Figure 1. Routed metal, one color a layer (run 1).
Drawn at 4 px/micron.
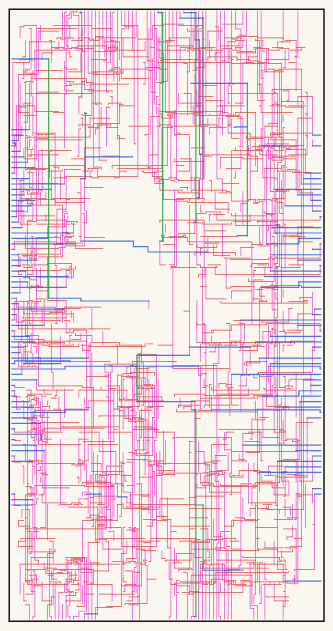
Figure 2. Met4 routing (run 1).
Drawn at 4 px/micron. Supply wires on this layer in gray.
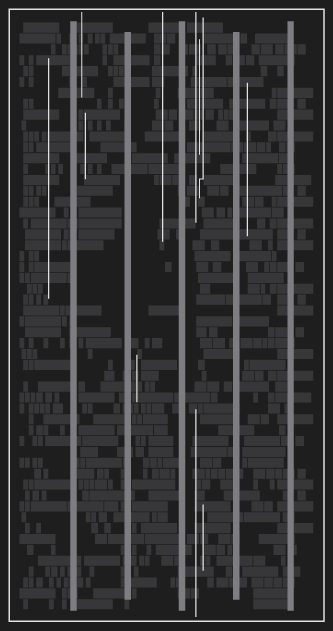
Figure 3. The clock network (run 1).
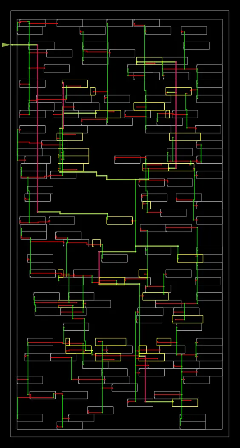
Figure 4. Local utilization (run 1).
Drawn at 3 px/micron. The die is cut into 8 by 15 equal tiles; white is low, dark blue is high, 0 to 100% covered.
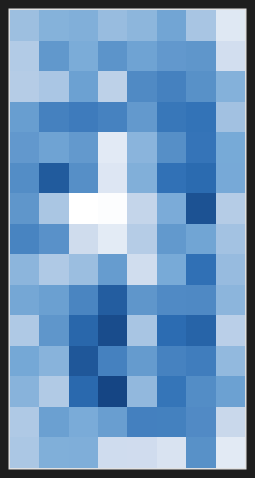
===== config.mk =====
export PLATFORM = sky130hd
export DESIGN_NAME = mem_arbiter
export DESIGN_NICKNAME = d
export VERILOG_FILES = /design/src/rtl/mem_arbiter.sv
export SDC_FILE = /design/constraint.sdc
export NUM_CORES = 1
export LEC_CHECK = 0
export ABC_AREA = 1
export CAP_MARGIN = 20
export CORE_ASPECT_RATIO = 2
export CORE_MARGIN = 2
export CORE_UTILIZATION = 50
export DETAILED_ROUTE_END_ITERATION = 7
export DONT_BUFFER_PORTS = 1
export PLACE_DENSITY_LB_ADDON = 0.08
export SYNTH_ARGS = -nofsm -noshare
export SYNTH_HDL_FRONTEND = slang
export SYNTH_SLANG_ARGS = --single-unit

===== constraint.sdc =====
create_clock -name clk -period 2.5 [get_ports clk]
set_clock_uncertainty 0.05 [all_clocks]
set_input_delay 0.5 -clock clk [delete_from_list [all_inputs] [get_ports clk]]
set_output_delay 0.5 -clock clk [all_outputs]
set_load 0.02 [all_outputs]

===== src/rtl/mem_arbiter.sv =====
// mem_arbiter: shares one single-port memory between an instruction-fetch
// requester and a data (load/store) requester. Data normally wins, but a
// waiting fetch is forced through after STARVE_LIMIT back-to-back data
// grants. Each access is bounded by TIMEOUT BUSY cycles, and a timed-out
// access completes with err and zero data.
module mem_arbiter #(
    parameter int ADDR_W       = 10,
    parameter int STARVE_LIMIT = 4,
    parameter int TIMEOUT      = 15
) (
    input  logic              clk,
    input  logic              rst_n,
    // instruction-fetch port (read only)
    input  logic              i_req,
    input  logic [ADDR_W-1:0] i_addr,
    output logic              i_ack,
    output logic [31:0]       i_rdata,
    // data port (load / store)
    input  logic              d_req,
    input  logic              d_we,
    input  logic [ADDR_W-1:0] d_addr,
    input  logic [31:0]       d_wdata,
    output logic              d_ack,
    output logic [31:0]       d_rdata,
    // timeout indication, coincident with the ack
    output logic              err,
    // memory side
    output logic              mem_en,
    output logic              mem_we,
    output logic [ADDR_W-1:0] mem_addr,
    output logic [31:0]       mem_wdata,
    input  logic [31:0]       mem_rdata,
    input  logic              mem_ready
);

    localparam int SW = $clog2(STARVE_LIMIT + 1);
    localparam int CW = $clog2(TIMEOUT + 1);

    typedef enum logic [1:0] {
        IDLE = 2'd0,
        BUSY = 2'd1,
        RESP = 2'd2
    } state_t;

    state_t        state;
    logic [SW-1:0] dStreak;     // consecutive data grants made while a fetch waited
    logic [CW-1:0] waitCnt;     // BUSY cycle number of the current access, from 1
    logic          ownerData;   // 1: current access belongs to the data port
    logic          streakFull;
    logic          grantData;

    // Data wins unless a fetch is waiting and has already been passed over
    // the maximum number of times.
    assign streakFull = (dStreak == SW'(STARVE_LIMIT));
    assign grantData  = d_req && !(i_req && streakFull);

    // Main controller: arbitration, memory access sequencing and response.
    always_ff @(posedge clk or negedge rst_n) begin
        if (!rst_n) begin
            state     <= IDLE;
            dStreak   <= '0;
            waitCnt   <= '0;
            ownerData <= 1'b0;
            mem_en    <= 1'b0;
            mem_we    <= 1'b0;
            mem_addr  <= '0;
            mem_wdata <= '0;
            i_ack     <= 1'b0;
            i_rdata   <= '0;
            d_ack     <= 1'b0;
            d_rdata   <= '0;
            err       <= 1'b0;
        end else begin
            case (state)
                IDLE: begin
                    if (i_req || d_req) begin
                        state     <= BUSY;
                        mem_en    <= 1'b1;
                        waitCnt   <= CW'(1);
                        ownerData <= grantData;
                        if (grantData) begin
                            mem_we    <= d_we;
                            mem_addr  <= d_addr;
                            mem_wdata <= d_wdata;
                            // Only grants that pass over a waiting fetch count.
                            if (i_req) begin
                                if (!streakFull) begin
                                    dStreak <= dStreak + 1'b1;
                                end
                            end else begin
                                dStreak <= '0;
                            end
                        end else begin
                            mem_we   <= 1'b0;
                            mem_addr <= i_addr;
                            dStreak  <= '0;
                        end
                    end
                end

                BUSY: begin
                    // A ready in the final allowed cycle still completes normally.
                    if (mem_ready) begin
                        state  <= RESP;
                        mem_en <= 1'b0;
                        mem_we <= 1'b0;
                        if (ownerData) begin
                            d_ack   <= 1'b1;
                            d_rdata <= mem_we ? 32'd0 : mem_rdata;
                        end else begin
                            i_ack   <= 1'b1;
                            i_rdata <= mem_rdata;
                        end
                    end else if (waitCnt == CW'(TIMEOUT)) begin
                        state  <= RESP;
                        mem_en <= 1'b0;
                        mem_we <= 1'b0;
                        err    <= 1'b1;
                        if (ownerData) begin
                            d_ack   <= 1'b1;
                            d_rdata <= '0;
                        end else begin
                            i_ack   <= 1'b1;
                            i_rdata <= '0;
                        end
                    end else begin
                        waitCnt <= waitCnt + 1'b1;
                    end
                end

                RESP: begin
                    state <= IDLE;
                    i_ack <= 1'b0;
                    d_ack <= 1'b0;
                    err   <= 1'b0;
                end

                default: begin
                    state  <= IDLE;
                    mem_en <= 1'b0;
                    mem_we <= 1'b0;
                    i_ack  <= 1'b0;
                    d_ack  <= 1'b0;
                    err    <= 1'b0;
                end
            endcase
        end
    end

endmodule

==> flow_summary_export.csv, run 1 <==
group,metric,value,unit
outcome,status,"finished with violations",
outcome,violations,"negative hold slack",
layout,clock_cell_area_share,0.108,
power_and_ir_drop,comb_power,0.00193,W
drt,wl_met2,6530,microns
floorplan,core_area,10800,sq um
synth,top_area_cell,"dfrtp_1",
power_and_ir_drop,power,0.00921,W
global_routing,met2_usage,0.372,
synth,ys_types,25,
drt,drt_iter0_markers,214,
drt,drt_pass1_iterations,5,
layout,biggestCellCategory,"sequential cells",
worst_setup_path,slowest_stage,"buf_4",
floorplan,die_w,78.3,microns
clocking,clkSlewWorstSetupHoldPaths,0.05,ns
layout,drive_gt1_frac,0.286,
worst_setup_path,worstSetupStartpoint,"waitCnt[0]",
power_and_ir_drop,switchingPower,0.00377,W
worst_setup_path,worst_setup_path_end_kind,"flip-flop",
sta,slew-limit-headroom,0.367,
sta,hold_viol,121,
global_routing,grt_max_degree,122,
layout,comb.multi_input.count,404,
layout,buffers,6,
floorplan,die_area,12000,sq um
placed_design,dp_hpwl,8430,microns
worst_setup_path,reg2reg_from,"waitCnt[0]",
placed_design,placed_cell_area,5520,sq um
worst_setup_path,worst-path-buf-inv,1,
worst_setup_path,cp_top_family,"buffers and inverters",
placed_design,portBuffers,0,
worst_setup_path,setup.worst_path.start_class,"flip-flop",
sta,worst_slew_pin_slew,0.949,ns
sta,holdWs,-0.272,ns
layout,area_growth,12.1,%
synth,ys_ff,121,
sta,setup_viol,0,
worst_setup_path,critPathMaxFanout,64,
synth,ys_seq_frac,0.548,
clocking,root_buffer,"clkbuf_16",
synth,synthArstFlopShare,1.00,
worst_setup_path,cp-endpoint,"i_rdata[18]",
global_routing,track_usage,0.217,
drt,dr_wl_met3,1010,microns
global_routing,grt-ovfl-total,0,
synth,area_leaders,"dfrtp_1 55%, nand2_1 13%, o21ai_2 10%, nand2_2 6.3%, nand3_1 3.7%",
global_routing,globalRouteMet1Util,0.225,
power_and_ir_drop,p_seq,0.00452,W
Back to the opening pictures, Figure 1:
Magenta stands for M2, wire length 6530 microns. Red stands for M1, wire length 4330 microns. Green stands for M4, wire length 399 microns. Blue stands for M3, wire length 1010 microns.

Back to the opening pictures, Figure 2:
The longest straight run is 59.8 microns. The layer holds 3.3% of the routed length. The layer carries 399 microns of wire. The wires run mostly vertical.

Back to the opening pictures, Figure 3:
TritonCTS Buffers: 17
clock sinks: 121
seq_cells: 121
Worst-Skew Late Latency: 0.42 ns
power in the clock group: 0.00276 W

Back to the opening pictures, Figure 4:
9.2% of the tiles are over 75% full. The emptiest ninth of the die: center. The mean over all tiles is 50%. 1.7% of the tiles are nearly empty. The fullest tile reaches 91%.

## run 1: flip-flops by register name, indices dropped and copies added, names as in the netlist
register / cells
mem_en: 1
i_rdata: 32
i_ack: 1
mem_we: 1
err: 1
ownerData: 1
mem_wdata: 32
d_rdata: 32
dStreak: 3
waitCnt: 4
state: 2
mem_addr: 10
d_ack: 1
## run 1: per-stage QoR
step / setup slack (ns) / hold WS, ns
after floorplan: 1.12 / 0.154
after global routing: 0.272 / -0.296
final: 0.406 / -0.272
after CTS: 0.407 / -0.290
after detailed placement: 0.415 / 0.158
after global placement: 0.503 / 0.157
## run 1: layout by cell type (no fill, tap or decap)
| master | instances |
|---|---|
| nand3b_1 | 1 |
| buf_4 | 5 |
| nand2_4 | 1 |
| clkbuf_1 | 2 |
| nor2_4 | 1 |
| clkinvlp_4 | 3 |
| a21oi_1 | 1 |
| nor2_2 | 1 |
| o22ai_1 | 1 |
| clkbuf_16 | 17 |
| bufinv_16 | 6 |
| o21ai_2 | 65 |
| o21ai_1 | 11 |
| nand3_4 | 3 |
| nand4_1 | 2 |
| inv_1 | 21 |
| nand3_2 | 2 |
| o21ai_0 | 4 |
| xnor2_1 | 2 |
| nand2_1 | 192 |
| buf_12 | 1 |
| clkinv_4 | 1 |
| inv_2 | 3 |
| nand3_1 | 41 |
| ha_1 | 3 |
| nand2_2 | 56 |
| clkbuf_8 | 1 |
| clkinv_2 | 2 |
| nor2_1 | 17 |
| dfrtp_1 | 121 |
## run 1: cells by family (layout without fill, tap and decap cells)
group           count (synthesis)  after routing  synth area share
fa+ha+maj                       3              3           0.00680
compound gates                 82             82             0.119
flops                         121            121             0.548
xor+xnor                        2              2           0.00317
buf+inv                        56             62            0.0587
simple gates                  317            317             0.265
Figure 5. Where the registers sit (run 1).
Drawn at 4 px/micron. Other sequential cells in the stronger gray, the rest of the logic in the fainter gray.
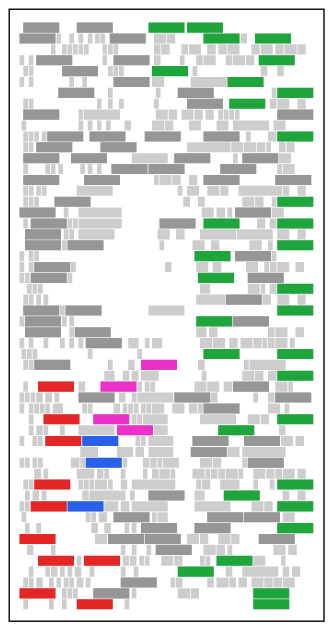

==> run 1 -> run 2 <==
Clock period 2.5 ns to 2.1 ns, I/O delays scaled along.
Figure 6. Where the registers sit (run 2).
Drawn at 4 px/micron. Other sequential cells in the stronger gray, the rest of the logic in the fainter gray.
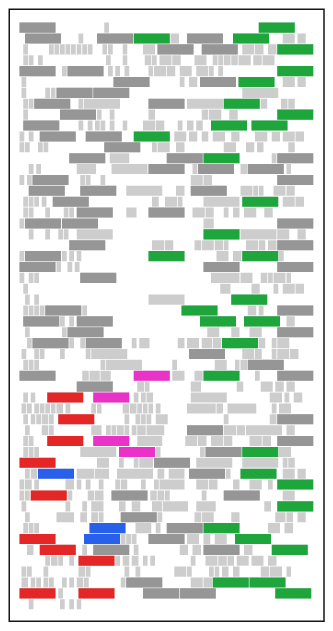
Red stands for mem_addr, flops 10, where lower left. Green stands for d_rdata, flops 32. Blue stands for dStreak, flops 3. Magenta stands for waitCnt, flops 4.

Figure 7. Local utilization (run 2).
Drawn at 3 px/micron. The die is cut into 8 by 15 equal tiles; white is low, dark blue is high, 0 to 100% covered.
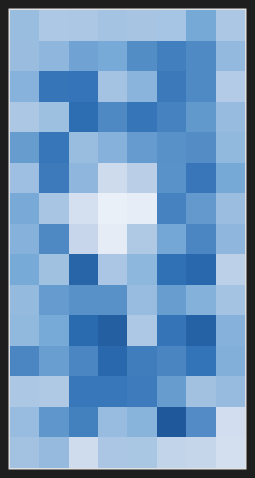
The fullest tile reaches 83%. 6.7% of the tiles are over 75% full. The emptiest ninth of the die: center. The mean over all tiles is 50%.

Figure 8. Met4 routing (run 2).
Drawn at 4 px/micron. Supply wires on this layer in gray.
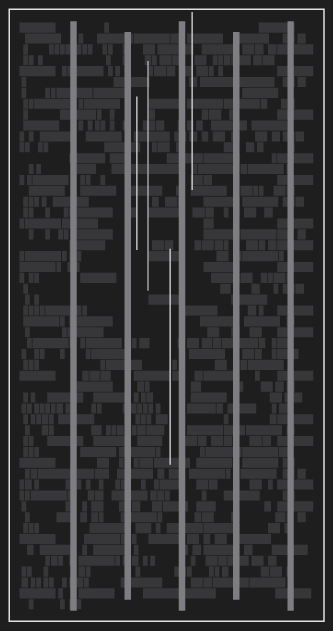
3 nets have wire on it. The wires run mostly vertical.

==> run 2 against run 1 <==
Net effect: the flow still finishes with violations (negative hold slack); fmax rose by 22%; register-to-register slack got worse by 0.02 ns; clock power fell by 7.6%; non-clock buffer count rose by 3; largest power group unchanged.
==> flow_summary_export.csv, run 2 <==
group,metric,value,unit
outcome,status,"finished with violations",
outcome,violations,"negative hold slack",
clocking,clkSlewWorstSetupHoldPaths,0.05,ns
synth,synthArstFlopShare,1.00,
clocking,cts.sink_count,121,
sta,finalWorstSetupSlack,0.381,ns
worst_setup_path,worst-path-buf-inv,1,
synth,ys_ff,121,
layout,area_growth,10.3,%
sta,worst_slew_pin_slew,0.600,ns
global_routing,grt-ovfl-total,0,
floorplan,core_area,10800,sq um
sta,hold_viol,121,
layout,final_common_cell,"nand2_1",
placed_design,dp_hpwl,8440,microns
layout,reg_top3,"d_rdata: 32 flops, i_rdata: 32 flops, mem_wdata: 32 flops",
clocking,clock_latency,0.40,ns
synth,area_leaders,"dfrtp_1 55%, nand2_1 13%, o21ai_2 10%, nand2_2 6.3%, nand3_1 3.7%",
synth,ys_seq_frac,0.548,
layout,drive_gt1_frac,0.288,
sta,holdWs,-0.342,ns
## run 2: cell counts after synthesis
Identical to the previous run, type by type.
## run 2: kinds of logic (layout without fill, tap and decap cells)
family / Yosys count / after routing / synth area share
AND/OR/NAND/NOR: 317 / 317 / 0.265
flip-flops: 121 / 121 / 0.548
AND-OR/OR-AND: 82 / 82 / 0.119
buffers and inverters: 56 / 62 / 0.0587
adder cells (fa/ha/maj): 3 / 3 / 0.00680
XOR/XNOR: 2 / 2 / 0.00317
## run 2: power groups by stage
stage / Sequential, W / Clock (W) / Combinational [W]
floorplan: 0.00510 / 0 / 0.00211
global placement: 0.00540 / 0 / 0.00228
global route: 0.00548 / 0.00272 / 0.00270
detailed placement: 0.00540 / 0 / 0.00240
finish: 0.00537 / 0.00255 / 0.00236
CTS: 0.00539 / 0.00261 / 0.00240
## run 2: area by class of cell
class	count	share of cell area
flip-flops and latches	121	0.497
multi-input cells	404	0.357
clock buffers	21	0.0772
well taps	140	0.0288
repair buffers	9	0.0173
inverters	24	0.0148
clock inverters	8	0.00822
## run 2: how the worst min path moves through the flow
| stage | start | end | slack (ns) | cells after the start |
|---|---|---|---|---|
| after floorplan | rst_n | dStreak[0] | 0.07 | 0 |
| after global placement | rst_n | d_rdata[2] | 0.08 | 0 |
| after detailed placement | rst_n | d_rdata[2] | 0.08 | 0 |
| after CTS | rst_n | mem_addr[3] | -0.36 | 0 |
| after global routing | rst_n | d_rdata[2] | -0.37 | 0 |
| final | rst_n | d_rdata[5] | -0.34 | 0 |
## run 2: metal layers
| layer | up-vias | track usage | wire [microns] |
|---|---|---|---|
| met5 | - | 0 | 0 |
| met4 | 0 | 0.0718 | 193 |
| met3 | 13 | 0.0889 | 972 |
| met2 | 154 | 0.364 | 6450 |
| met1 | 1763 | 0.239 | 4640 |
| li1 | 1836 | - | - |
Figure 9. The clock network (run 2).
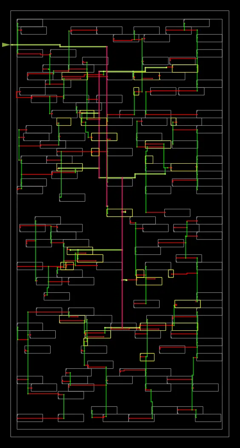

==> run 2 -> run 3 <==
Clock period 2.1 ns to 1.7 ns, I/O delays scaled along.
Figure 10. The clock network (run 3).
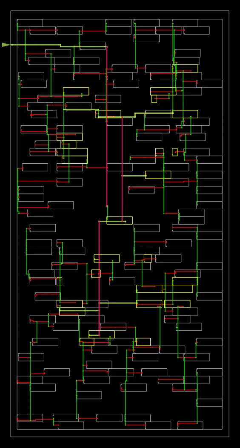
Worst-Skew Late Latency: 0.40 ns
clkbuf count: 20
power in the clock group: 0.00344 W

Figure 11. Local utilization (run 3).
Drawn at 3 px/micron. The die is cut into 8 by 15 equal tiles; white is low, dark blue is high, 0 to 100% covered.
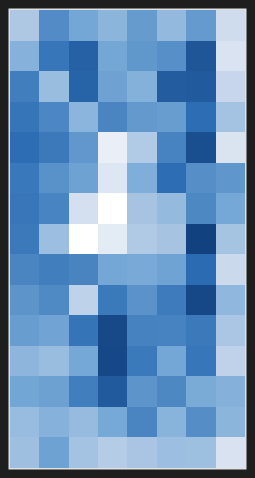
The mean over all tiles is 53%. The fullest tile reaches 93%. 1.7% of the tiles are nearly empty. The emptiest ninth of the die: center. 13% of the tiles are over 75% full.

==> run 3 against run 2 <==
Net effect: the flow still finishes with violations (negative hold slack); first-iteration DRC count fell by 10%; global-route usage rose by 0.58 points; final cell count rose by 4.5%; combinational power rose by 31%; die area did not move; via count rose by 4.1%; non-clock buffer count rose by 34; flip-flop count did not move; count of clock-buffer cells in the layout fell by 1; worst setup slack got worse by 0.25 ns; critical path depth did not move; critical endpoint is now i_rdata[18].
==> flow_summary_export.csv, run 3 <==
group,metric,value,unit
layout,drive_gt1_frac,0.277,
sta,hold_viol,121,
global_routing,met2_usage,0.388,
global_routing,top_usage_layer,"met2",
layout,reg_top3,"d_rdata: 32 flops, i_rdata: 32 flops, mem_wdata: 32 flops",
synth,ys_seq_frac,0.548,
sta,worst_slew_pin_slew,0.510,ns
synth,ys_sh_aoi,0.119,
global_routing,use_met3,0.0705,
synth,synth.comb.largest_family,"simple AND/OR/NAND/NOR gates",
synth,synthArstFlopShare,1.00,
sta,holdWs,-0.415,ns
clocking,cts.sink_count,121,
drt,m1WireLength,4610,microns
synth,simple_gate_share,0.265,
global_routing,globalRouteMet1Util,0.239,
placed_design,dp_hpwl,8450,microns
outcome,status,"finished with violations",
floorplan,core_area,10800,sq um
synth,ys_sh_xor,0.00317,
outcome,violations,"negative hold slack",
drt,dr_wl_met3,947,microns
global_routing,grt-ovfl-total,0,
Figure 12. Where the registers sit (run 3).
Drawn at 4 px/micron. Other sequential cells in the stronger gray, the rest of the logic in the fainter gray.
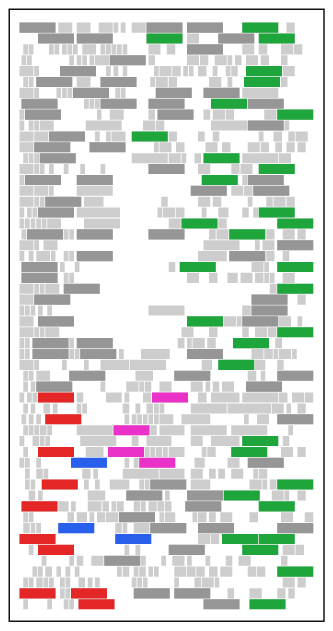
flop share of the area: 0.465
FF/Latch Area: 3030 sq um
P_seq: 0.00662 W
Final Core Density: 0.602

[run 3: cell type report]
| type | count | area [sq um] | area share |
|---|---|---|---|
| clock inverter | 8 | 98.8 | 0.0152 |
| tap | 140 | 175 | 0.0269 |
| timing repair buffer | 43 | 479 | 0.0736 |
| multi-input combinational | 404 | 2170 | 0.334 |
| sequential | 121 | 3030 | 0.465 |
| inverter | 24 | 90.1 | 0.0138 |
| clock buffer | 20 | 467 | 0.0717 |
[run 3: kinds of logic (layout without fill, tap and decap cells)]
group           after synthesis  count (layout)
compound gates               82              82
xor+xnor                      2               2
buf+inv                      56              95
fa+ha+maj                     3               3
simple gates                317             317
flops                       121             121
[run 3: through the flow]
stage                     utilization  setup WS, ns  std cells
after global placement          0.521         0.186        701
final                           0.602         0.128        760
after CTS                       0.602         0.114        760
after global routing            0.602        0.0214        760
after floorplan                     -         0.316        581
after detailed placement        0.521         0.130        701
[run 3: power groups by stage]
stage                     clock network (W)  logic [W]  registers (W)
final                               0.00344    0.00309        0.00662
after global routing                0.00364    0.00350        0.00677
after CTS                           0.00352    0.00312        0.00665
after detailed placement                  0    0.00307        0.00666
after global placement                    0    0.00292        0.00667
after floorplan                           0    0.00261        0.00630
[run 3: timing repair]
action / 4_1_cts / 5_1_grt
setup endpoints to repair: 0 / 1
resized: 0 / 1
setup buffers: 0 / 0
hold endpoints to repair: 152 / 121
[run 3: worst max-delay path, stage by stage (launching register included)]
cell	delay, ns
dfrtp_1	0.40
ha_1	0.26
nand3_4	0.12
nand2_4	0.10
nand3_4	0.15
buf_12	0.23
nand2_1	0.09
o21ai_2	0.05
Power is estimated from default activity; no workload was simulated.
